[config.mk]
export PLATFORM = sky130hd
export DESIGN_NAME = if_id_queue
export DESIGN_NICKNAME = d
export VERILOG_FILES = /design/src/rtl/pd_pkg.sv /design/src/rtl/fifo_storage.sv /design/src/rtl/if_id_queue.sv
export SDC_FILE = /design/constraint.sdc
export NUM_CORES = 1
export LEC_CHECK = 0
export ABC_CLOCK_PERIOD_IN_PS = 4400
export CORE_MARGIN = 5
export CORE_UTILIZATION = 28
export DETAILED_ROUTE_END_ITERATION = 7
export PLACE_DENSITY = 0.43
export SETUP_SLACK_MARGIN = 0.05
export SLEW_MARGIN = 25
export SYNTH_ARGS = -nofsm -noshare
export SYNTH_HDL_FRONTEND = slang
export SYNTH_SLANG_ARGS = --single-unit
[constraint.sdc]
create_clock -name clock -period 4.4 [get_ports clock]
set_input_delay 0.44 -clock clock [delete_from_list [all_inputs] [get_ports clock]]
set_output_delay 0.44 -clock clock [all_outputs]
set_load 0.02 [all_outputs]
[src/rtl/pd_pkg.sv]
// Shared fetch/decode definitions.
//   NOP_INSN    : canonical RISC-V NOP (addi x0, x0, 0), shown to decode when
//                 nothing valid is queued.
//   fetch_pkt_t : {pc, insn} packet handed from fetch (PD1) to decode (PD2).
package pd_pkg;

  localparam int PKT_AWIDTH = 32;
  localparam int PKT_DWIDTH = 32;

  localparam logic [31:0] NOP_INSN = 32'h00000013;

  typedef struct packed {
    logic [PKT_AWIDTH-1:0] pc;
    logic [PKT_DWIDTH-1:0] insn;
  } fetch_pkt_t;

endpackage

[src/rtl/fifo_storage.sv]
// Register array backing the IF/ID queue: DEPTH entries of pkt_t with one
// synchronous write port and one asynchronous read port. Contents have no
// reset; validity is tracked by the owner's pointers and count.
//   clock   : write clock
//   wr_en   : write wr_data into entry wr_addr at the rising edge
//   wr_addr : write index
//   wr_data : packet to store
//   rd_addr : read index
//   rd_data : entry at rd_addr (combinational)
module fifo_storage
  import pd_pkg::*;
#(
  parameter int  DEPTH = 4,
  parameter type pkt_t = fetch_pkt_t
) (
  input  logic                     clock,
  input  logic                     wr_en,
  input  logic [$clog2(DEPTH)-1:0] wr_addr,
  input  pkt_t                     wr_data,
  input  logic [$clog2(DEPTH)-1:0] rd_addr,
  output pkt_t                     rd_data
);

  pkt_t mem_q [DEPTH];

  always_ff @(posedge clock) begin
    if (wr_en) begin
      mem_q[wr_addr] <= wr_data;
    end
  end

  assign rd_data = mem_q[rd_addr];

endmodule

[src/rtl/if_id_queue.sv]
// Instruction queue between fetch (PD1) and decode (PD2). Buffers {pc, insn}
// packets under valid/ready so a decode stall never needs a combinational
// path back into fetch. A redirect flush discards everything queued; an
// empty queue presents a NOP to decode.
//   clock     : design clock, rising edge
//   reset     : synchronous, active-low
//   flush     : discard all entries at the next edge (wins over push/pop)
//   in_valid  : fetch presents {in_pc, in_insn}
//   in_ready  : queue has room (independent of out_ready)
//   out_valid : head packet valid
//   out_ready : decode consumes the head this cycle
//   out_pc    : head PC, 0 when empty
//   out_insn  : head instruction, NOP when empty
//   count     : occupancy 0..DEPTH
module if_id_queue
  import pd_pkg::*;
#(
  parameter int DEPTH  = 4,
  parameter int AWIDTH = 32,
  parameter int DWIDTH = 32
) (
  input  logic                     clock,
  input  logic                     reset,
  input  logic                     flush,
  input  logic                     in_valid,
  output logic                     in_ready,
  input  logic [AWIDTH-1:0]        in_pc,
  input  logic [DWIDTH-1:0]        in_insn,
  output logic                     out_valid,
  input  logic                     out_ready,
  output logic [AWIDTH-1:0]        out_pc,
  output logic [DWIDTH-1:0]        out_insn,
  output logic [$clog2(DEPTH):0]   count
);

  localparam int PW = $clog2(DEPTH);
  localparam int CW = PW + 1;

  logic [PW-1:0] wr_ptr_q, wr_ptr_d;
  logic [PW-1:0] rd_ptr_q, rd_ptr_d;
  logic [CW-1:0] count_q, count_d;
  logic          push, pop;
  fetch_pkt_t    wr_pkt, rd_pkt;

  // Ready depends only on local state and reset, never on out_ready.
  assign in_ready  = (count_q < CW'(DEPTH)) & reset;
  assign out_valid = (count_q != '0) & reset;
  assign push      = in_valid & in_ready;
  assign pop       = out_valid & out_ready;
  assign count     = count_q;

  assign wr_pkt.pc   = in_pc;
  assign wr_pkt.insn = in_insn;

  assign out_pc   = out_valid ? rd_pkt.pc   : '0;
  assign out_insn = out_valid ? rd_pkt.insn : DWIDTH'(NOP_INSN);

  always_comb begin
    wr_ptr_d = wr_ptr_q;
    rd_ptr_d = rd_ptr_q;
    count_d  = count_q;
    if (flush) begin
      wr_ptr_d = '0;
      rd_ptr_d = '0;
      count_d  = '0;
    end else begin
      // Power-of-two depth: pointer wrap is the natural binary rollover.
      if (push) wr_ptr_d = wr_ptr_q + PW'(1);
      if (pop)  rd_ptr_d = rd_ptr_q + PW'(1);
      case ({push, pop})
        2'b10:   count_d = count_q + CW'(1);
        2'b01:   count_d = count_q - CW'(1);
        default: count_d = count_q;
      endcase
    end
  end

  always_ff @(posedge clock) begin
    if (!reset) begin
      wr_ptr_q <= '0;
      rd_ptr_q <= '0;
      count_q  <= '0;
    end else begin
      wr_ptr_q <= wr_ptr_d;
      rd_ptr_q <= rd_ptr_d;
      count_q  <= count_d;
    end
  end

  // A push coinciding with flush is dropped, so it must not touch storage.
  fifo_storage #(
    .DEPTH (DEPTH),
    .pkt_t (fetch_pkt_t)
  ) u_storage (
    .clock   (clock),
    .wr_en   (push & ~flush),
    .wr_addr (wr_ptr_q),
    .wr_data (wr_pkt),
    .rd_addr (rd_ptr_q),
    .rd_data (rd_pkt)
  );

endmodule

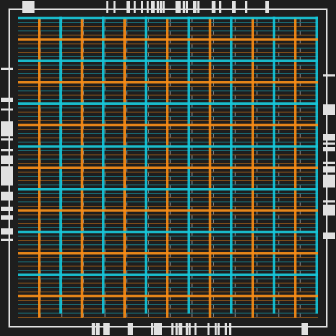
power_grid.png
Pins as bars on the die edge. Tap cells in grey.
Cyan stands for VDD. Orange stands for VSS.
138 signal pins sit on the boundary. 14 straps on met5. 71 met1 rails follow the rows. 468 tap cells. 14 straps on met4.
Chip Width: 201 um
die height: 201 um
Placeable Area: 0.0363 mm^2

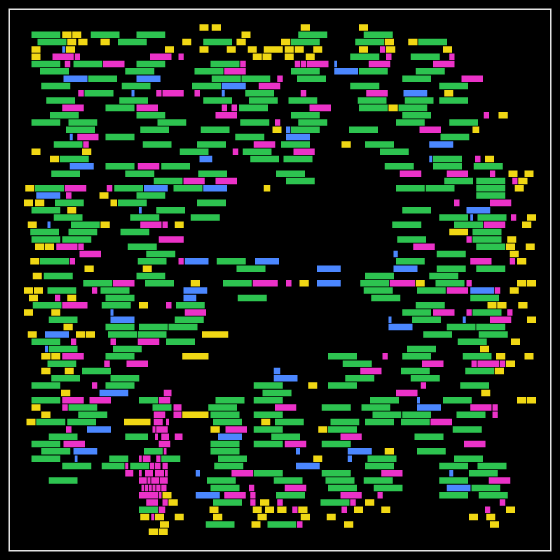
placement_by_type.png
Magenta stands for combinational and other logic, cells 170, share of their area 17%. Yellow stands for other buffers and delay cells, cells 146, share of their area 12%. Blue stands for clock drivers and dummy loads, cells 56, share of their area 7.4%. Green stands for flops, cells 265, share of their area 63%.
num rows: 70
flop share of the area: 60.2%
post-layout util: 36.0%
fin area: 0.0131 mm^2

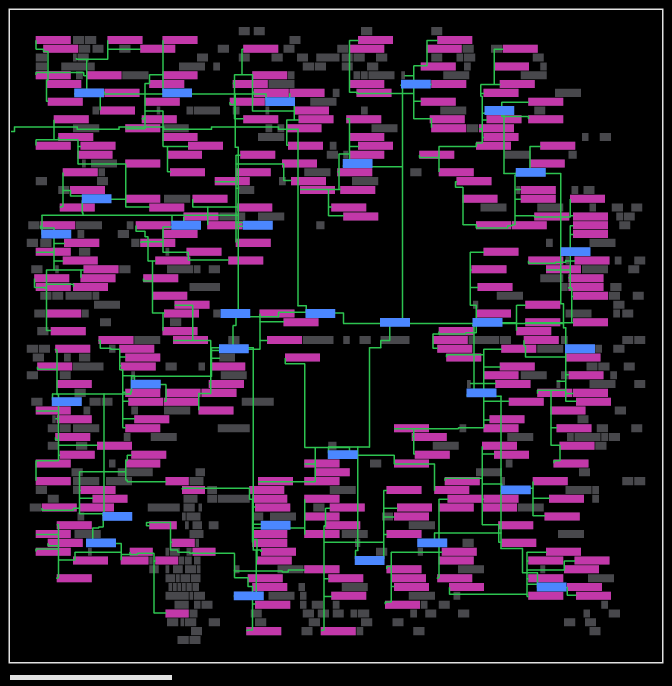
clk_routes.png
The bar under the picture is 50 um long.
Green stands for clock wires, length 3430 um. Magenta stands for flip-flops, count 265. Blue stands for clock drivers, count 30.
Position of the flops: spread over the die.
clk_skew: 0.00445 ns
clk_lat worst skew: 0.54 ns
clock group power: 2320 uW

==> flow_summary.yaml <==
# synthesis and place-and-route metrics
pwr:
  p_leak_uw: 0.00406
synth:
  synthArstFlopShare_pct: 0
  yosys_cells: 457
  area_leaders: "edfxtp_1 75%, mux4_2 13%, and2_1 4.0%"
  syn_nets: 532
  yosysWarnings: 0
  yosysChipArea_mm2: 0.0102
  synth.top_cell.area_share_pct: 75.3
sta:
  finalCritPeriodShare_pct: 79.3
  hold_violations: 0
  rsz0062_at_grt: "no"
  fmax_mhz: 287
floorplan:
  die-area_mm2: 0.0404
  ios: 138
  tap_cells: 468
global_route:
  antenna_found_initial: 2
  overflow: 0
final_layout:
  largest_cell_class: "flip-flops and latches"
  fin_nets: 688
  nNonClkBuffers: 146
  nMultiInputCombCells: 164
worst_setup_path:
  path_max_fanout: 31
  arrival_ns: 3.05
  r2r_start: "count[2]"
  critPathLaunchType: "register"
  end_kind: "output port"
placement:
  io_buffers: 137
  dp_cells: 1049
run_status:
  status: "completed"
clock_tree:
  clockBufferDepth: 3
  cts.clk_slew.worst_paths_ns: 0.06
routing:
  drc: 0
  wl_met2_mm: 11.1
  wl_met1_mm: 9.29
  drt_iter0_drc: 174
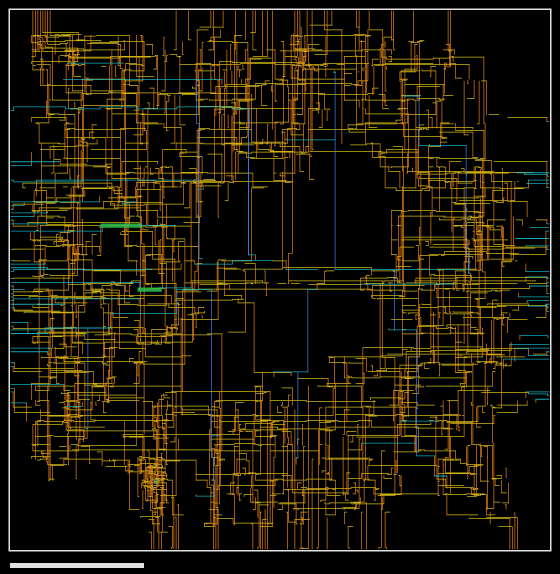
wires.png
The bar under the picture is 50 um long.
Blue stands for metal 4, wire length 523 um. Cyan stands for metal 3, wire length 1270 um. Yellow stands for metal 1, wire length 9290 um. Green stands for metal 5, wire length 21.2 um. Orange stands for metal 2, wire length 11100 um.
drt total wl: 22.2 mm
post-DR wirelength/cell: 20.1 um
Via Count: 4854
total track usage: 10.8%

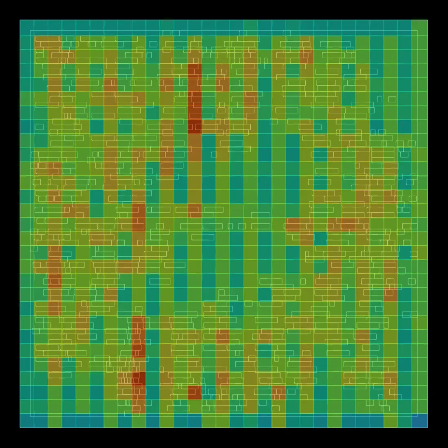
congestion.png
M2 GR Usage: 19.0%
met1 Use GR: 13.4%
met3 Usage GRT: 3.09%
Top Usage Layer GRT: met2

[per-stage QoR]
step	setup WS [ns]	hold slack (ns)	power, uW	utilization [%]
2_1_floorplan	1.67	0.485	2920	-
6_report	0.910	0.528	5320	36.0
3_5_place_dp	1.13	0.520	3050	33.5
5_1_grt	0.697	0.509	5520	36.0
3_3_place_gp	1.13	0.514	3040	33.2
4_1_cts	0.789	0.485	5410	36.0
[registers in the layout, indices dropped and copies added (netlist names), named ones only]
signal,flops
rd_ptr_q,2
wr_ptr_q,2
u_storage.mem_q,256
count,3
[worst register-to-register path: cells and delay by family, from the launching register on]
family / cells / cell delay [ns]
AND/OR/NAND/NOR: 3 / 1.22
flip-flops: 1 / 0.37
buffers and inverters: 1 / 0.36
[cells in the final DEF (no fill, tap or decap), types with 5 or more instances in the layout]
master	count
clkinv_2	6
ha_1	5
inv_1	6
clkdlybuf4s50_1	137
nor2_1	9
and2_1	61
edfxtp_1	256
mux4_2	60
clkbuf_16	31
clkbuf_1	12
dfxtp_1	7
[where the power goes]
group          internal (uW)  switching (uW)  leakage [uW]
clock network           1380             942      0.000453
logic                    105            90.4       0.00122
registers               2790            7.63       0.00239
[cell families (layout without fill, tap and decap cells)]
kind of cell / Yosys count / after routing / synth area share, %
xor+xnor: 5 / 5 / 0.429
compound gates: 6 / 6 / 0.404
simple gates: 82 / 82 / 4.81
mux: 65 / 65 / 14.4
buf+inv: 28 / 208 / 2.16
fa+ha+maj: 6 / 6 / 0.809
flops: 265 / 265 / 77.0
[path summary, 6_finish.rpt]
path | endpoint | slack (ns) | cells past startpoint
setup / recovery | out_insn[16] | 0.91 | 4
hold / removal | rd_ptr_q[1] | 0.53 | 2
setup reg to reg | u_storage.mem_q[0][54] | 2.14 | 4
hold reg to reg | rd_ptr_q[1] | 0.53 | 2
Power is estimated from default activity; no workload was simulated.
